File: src/rtl/cdb_arbiter.sv
// Round-robin arbiter for the common data bus: picks one finished execution-unit result
// per cycle and drives a registered broadcast to every reservation station.
module cdb_arbiter #(
    parameter int NUM_UNITS   = 4,
    parameter int RS_ID_WIDTH = 5,
    parameter int DATA_WIDTH  = 32,
    localparam int UW = (NUM_UNITS > 1) ? $clog2(NUM_UNITS) : 1
) (
    input  logic                                    clk,
    input  logic                                    rst,
    input  logic [NUM_UNITS-1:0]                    unit_valid,
    output logic [NUM_UNITS-1:0]                    unit_ready,
    input  logic [NUM_UNITS-1:0][RS_ID_WIDTH-1:0]   unit_rs_id,
    input  logic [NUM_UNITS-1:0][DATA_WIDTH-1:0]    unit_value,
    output logic                                    cdb_valid,
    output logic [RS_ID_WIDTH-1:0]                  cdb_rs_id,
    output logic [DATA_WIDTH-1:0]                   cdb_value,
    output logic [UW-1:0]                           cdb_unit
);

    localparam int IW = UW + 1;

    logic [UW-1:0] ptr_r;
    logic [UW-1:0] ptr_nxt_s;
    logic [UW-1:0] winner_s;
    logic [IW-1:0] idx_s;
    logic          grant_s;

    // Round-robin search starting at ptr_r; the first valid unit wins and gets the one-hot ready.
    always_comb begin
        grant_s    = 1'b0;
        winner_s   = {UW{1'b0}};
        idx_s      = {IW{1'b0}};
        unit_ready = {NUM_UNITS{1'b0}};
        for (int k = 0; k < NUM_UNITS; k++) begin
            idx_s = {1'b0, ptr_r} + IW'(k);
            if (idx_s >= IW'(NUM_UNITS)) begin
                idx_s = idx_s - IW'(NUM_UNITS);
            end else begin
                idx_s = idx_s;
            end
            if (!grant_s && unit_valid[idx_s[UW-1:0]]) begin
                grant_s  = 1'b1;
                winner_s = idx_s[UW-1:0];
            end else begin
                grant_s  = grant_s;
                winner_s = winner_s;
            end
        end
        // Nothing is taken while reset is held, even though units may still be offering.
        if (rst) begin
            grant_s = 1'b0;
        end else if (grant_s) begin
            unit_ready[winner_s] = 1'b1;
        end else begin
            unit_ready = {NUM_UNITS{1'b0}};
        end
        if (winner_s == UW'(NUM_UNITS - 1)) begin
            ptr_nxt_s = {UW{1'b0}};
        end else begin
            ptr_nxt_s = winner_s + UW'(1);
        end
    end

    // Pointer advance and registered broadcast; payload holds when no result is taken.
    always_ff @(posedge clk) begin
        if (rst) begin
            ptr_r     <= {UW{1'b0}};
            cdb_valid <= 1'b0;
            cdb_rs_id <= {RS_ID_WIDTH{1'b0}};
            cdb_value <= {DATA_WIDTH{1'b0}};
            cdb_unit  <= {UW{1'b0}};
        end else begin
            cdb_valid <= grant_s;
            if (grant_s) begin
                ptr_r     <= ptr_nxt_s;
                cdb_rs_id <= unit_rs_id[winner_s];
                cdb_value <= unit_value[winner_s];
                cdb_unit  <= winner_s;
            end else begin
                ptr_r     <= ptr_r;
                cdb_rs_id <= cdb_rs_id;
                cdb_value <= cdb_value;
                cdb_unit  <= cdb_unit;
            end
        end
    end

endmodule
File: config.mk
export PLATFORM = sky130hd
export DESIGN_NAME = cdb_arbiter
export DESIGN_NICKNAME = d
export VERILOG_FILES = /design/src/rtl/cdb_arbiter.sv
export SDC_FILE = /design/constraint.sdc
export NUM_CORES = 1
export LEC_CHECK = 0
export ABC_AREA = 1
export CELL_PAD_IN_SITES_DETAIL_PLACEMENT = 1
export CELL_PAD_IN_SITES_GLOBAL_PLACEMENT = 1
export CORE_MARGIN = 2
export CORE_UTILIZATION = 23
export CTS_BUF_LIST = sky130_fd_sc_hd__clkbuf_8
export DETAILED_ROUTE_END_ITERATION = 6
export PLACE_DENSITY_LB_ADDON = 0.1
export SYNTH_ARGS = -nofsm -noshare
export SYNTH_HDL_FRONTEND = slang
export SYNTH_SLANG_ARGS = --single-unit
File: constraint.sdc
create_clock -name clk -period 2.26 [get_ports clk]
set_input_delay 0.452 -clock clk [delete_from_list [all_inputs] [get_ports clk]]
set_output_delay 0.452 -clock clk [all_outputs]
set_load 0.02 [all_outputs]
### I/O pins on the die edge

Scale: 4 px per um. Pins as bars across the die edge, other pins in gray.
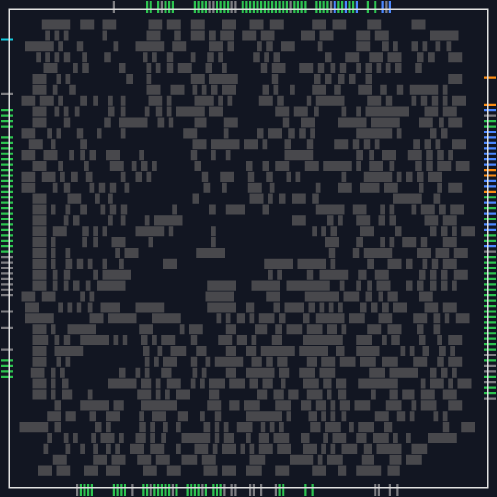
[cdb_rs_id] orange | pins: 5 | direction: output | edge: east
[unit_rs_id] blue | pins: 20 | direction: input | edge: 15 east, 5 north
[unit_value] green | pins: 128 | direction: input | edge: 41 north, 30 west, 29 east, 28 south
[clk] cyan | pins: 1 | direction: input | edge: west
all pins by edge: 56 east, 55 north, 44 south, 43 west

### Placement view

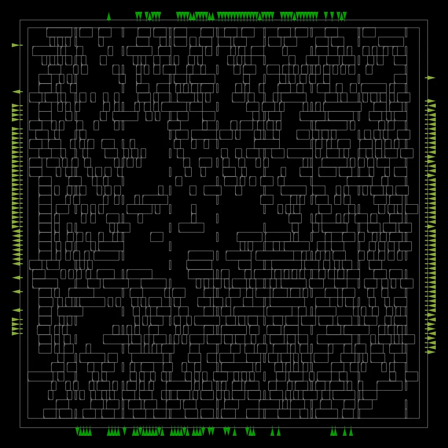
register fraction of the total cell area: 14.22%
Core Footprint: 13090 um2

### Met2 routing

Scale: 3 px per um.
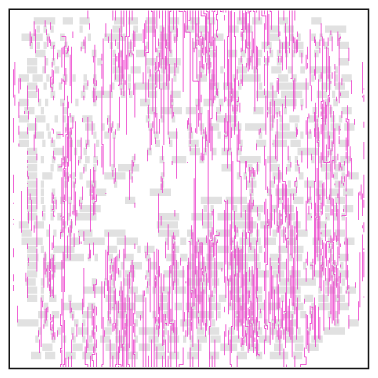
wire length on this layer: 7810 um
nets with wire on the layer: 763

### Zoomed window

Window x 40 to 80, y 40 to 80 um. Cells in gray, sequential cells in the stronger gray; small squares are vias.
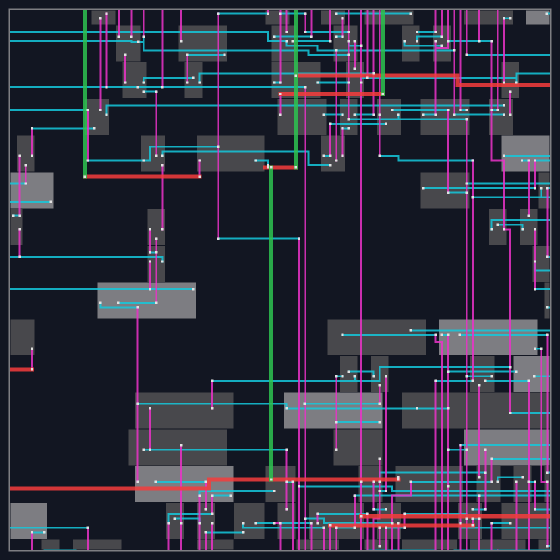
[M4] green
[M3] red
[M2] magenta
[M1] cyan
most frequent: nand2_1 (17), nand3_1 (13), clkdlybuf4s50_1 (7)
sequential cells in the window: 5
cells with their middle in the window: 53
netlist names of flops here include: cdb_value (3)

==> CHANGELOG.md <==
## Implementation

- Outcome: finished with violations
- Violations in the final reports: setup timing
- Wire length after detailed routing: 15.47 mm
- Post-Place Cell Area: 5318 um2
- Post-CTS setup buffer count: 9
- First-pass GRT wire length: 23.07 mm
- Unique cell type count in the Yosys netlist: 21
- Final RePlAce weighted congestion: 0.9043
- Setup-violating endpoint count in the final report: 11
- Met2 Resource Use GR: 36.10%
- I/O pin cnt: 198
- Worst setup margin: -255.6 ps
- Class of the most critical setup path: register to output pin
- Commonest cells in the netlist: sky130_fd_sc_hd__nand2_1, sky130_fd_sc_hd__nand3_1, sky130_fd_sc_hd__inv_1
- Main area contributors: sky130_fd_sc_hd__dfxtp_1, sky130_fd_sc_hd__nand3_1, sky130_fd_sc_hd__nand2_1
- Area growth syn-to-layout: 95.37%
- Switching Fraction: 51.06%
- Antenna-violating nets left: 0
- Routed length on met3: 985 um
- Post-route clock period utilization: 111.3%
- Clock tree from TritonCTS: done
- CTS HTree Levels: 2
- Vias in the first global route: 4281
- Critical Path Source Type: register
- Part of the power in the clock network: 8.5%
- Mapped Nets: 698
- Sequential share of power: 14.2%
- Yosys warns: 0
- Drt initial violations: 139
- Instance count of the mapped netlist: 543
- Antenna diode instance count: 0
- Switch Pwr: 4.552 mW
- Routing usage on met3: 5.316%
- Worst-case headroom to the max-slew limit: 55.15%
- Share of final-layout standard cells stronger than drive strength 1: 15.45%
- Area of the multi-input gates: 2077 um2
- Detailed-routing iteration count for the pre-antenna-repair pass: 4
- Most frequently used cell type in the post-synthesis netlist: sky130_fd_sc_hd__nand2_1
- Worst Hold End: cdb_value[21]$_SDFFE_PP0P_
- Top layer in use: met4
- Post-layout instance count excluding filler cells: 927
- Final clock skew: 10.00 ps
- Top Consumer: combinational cells
- Total routing usage reported by global routing: 20.34%
- Largest net degree at the start of global routing: 61
- Number of buffers added by the clock tree synthesis step: 5
- Total grt overflow: 0
- Reported combinational group power: 6.89 mW
- Data required time at the worst endpoint: 1810 ps
- Final Hold Slack: 453.5 ps
- Area share of the largest cell type after synthesis: 27.53%
- Reported leakage power: 2.817 nW
- Setup slack of the worst register-to-register path: -50 ps
- Post-route standard cell area excluding fillers: 5967 um2
- Worst r2r dst: cdb_value[13]$_SDFFE_PP0P_
- Power density over the cells: 1494 nW/um2
- Layout net count: 905
- Startpoint of the worst hold path: cdb_value[21]$_SDFFE_PP0P_
- Number of pins exceeding their max-slew limit in the final report: 0
- Cell-internal power: 4.364 mW
- Count of input and output buffers: 197
- Post-synth tally of flip-flops with integrated enable: 0
- Capture point of the worst path: unit_ready[1]
- Async set or reset register ratio after synthesis: 0%
- Max Cap Violations: 0
- Depth of the most critical reg-to-reg path: 13
- Yosys cell count: 543
- Die width: 119.2 um
- Finished Core Util: 45.60%
- Clock-pin slew reported for the worst setup and hold paths after clock tree synthesis: 100 ps
- Number of design rule violations left after detail routing: 0
- Final worst path period need: 2516 ps
- Most crowded layer after global routing: met2
- Comb pwr share: 77.2%
- Clock Sink Count: 42
- Unrepaired setup endpoints after global routing: yes
- Root Buffer: sky130_fd_sc_hd__clkbuf_8
- Overall die height: 119.2 um
- DP HPWL: 10.47 mm
- Average cell area after synthesis: 5.625 um2
- RR Startpoint: ptr_r[0]$_SDFFE_PP0P_
- M1 GR Usage: 24.76%
- Average vias per placed instance: 4.706
- Fp_density: 23.34%
- Power drawn by the sequential cells: 1.27 mW
- Power drawn by the clock network: 0.762 mW
- Startpoint of the worst setup timing path: ptr_r[0]$_SDFFE_PP0P_
- Worst vdd ir: 684.7 uV
- Total die area: 14220 um2
- Yosys stat chip area: 3054 um2
- Flip-flop and latch count after synthesis: 42
- Endpoint type of the worst setup path: output pin
- Critical path arrival: 2060 ps
- Routed wire per std cell: 16.69 um
- Maximum frequency from static timing analysis: 397.5 MHz
- Actual transition at the worst max-transition pin: 672.7 ps
- OpenROAD warnings: 28
- Via count: 4362
- Max clock buf depth: 2
- Placed Instances: 907
- DP Worst Slack: -955.5 ps
- Count of filler cells inserted in the layout: 1676
- Antenna violations before repair: 0
[state kept, by name (all words and copies together), names as in the netlist]
name,flops
cdb_valid,1
cdb_value,32
cdb_rs_id,5
ptr_r,2
cdb_unit,2
[final cells by class]
class | count | area share, %
clock buffers | 5 | 1.153
clock inverters | 3 | 1.153
inverters | 70 | 4.655
multi-input cells | 396 | 34.81
flip-flops and latches | 42 | 14.22
well taps | 176 | 3.690
repair buffers | 235 | 40.32
[critical path: stages, from the launching register on]
cell	delay, ps
sky130_fd_sc_hd__dfxtp_4	410
sky130_fd_sc_hd__buf_12	160
sky130_fd_sc_hd__nand2_4	70
sky130_fd_sc_hd__nand2_4	60
sky130_fd_sc_hd__nand2_4	80
sky130_fd_sc_hd__inv_1	50
sky130_fd_sc_hd__a21boi_1	180
sky130_fd_sc_hd__nand2_2	100
sky130_fd_sc_hd__nor2_4	150
sky130_fd_sc_hd__inv_2	90
sky130_fd_sc_hd__buf_4	160
sky130_fd_sc_hd__nor2_4	90
sky130_fd_sc_hd__buf_6	120
[layout by cell type (no fill, tap or decap), types with 8 or more instances in the layout]
master / count
sky130_fd_sc_hd__clkdlybuf4s50_1: 189
sky130_fd_sc_hd__nand2_1: 177
sky130_fd_sc_hd__nand3_1: 156
sky130_fd_sc_hd__inv_1: 57
sky130_fd_sc_hd__dfxtp_1: 40
sky130_fd_sc_hd__buf_4: 26
sky130_fd_sc_hd__nand2_4: 19
sky130_fd_sc_hd__nand2_2: 12
sky130_fd_sc_hd__inv_2: 10
sky130_fd_sc_hd__nor2_4: 8
[cell families (layout without fill, tap and decap cells)]
family                     count (synthesis)  in the layout  share of synthesized area (%)
AOI/OAI and AO/OA                         12             12                          2.622
adders and majority gates                  1              1                         0.4096
buffers and inverters                    105            313                          14.63
DFF                                       42             42                          27.53
and+or+nand+nor                          383            383                          54.81
Power and IR drop assume default switching activity.
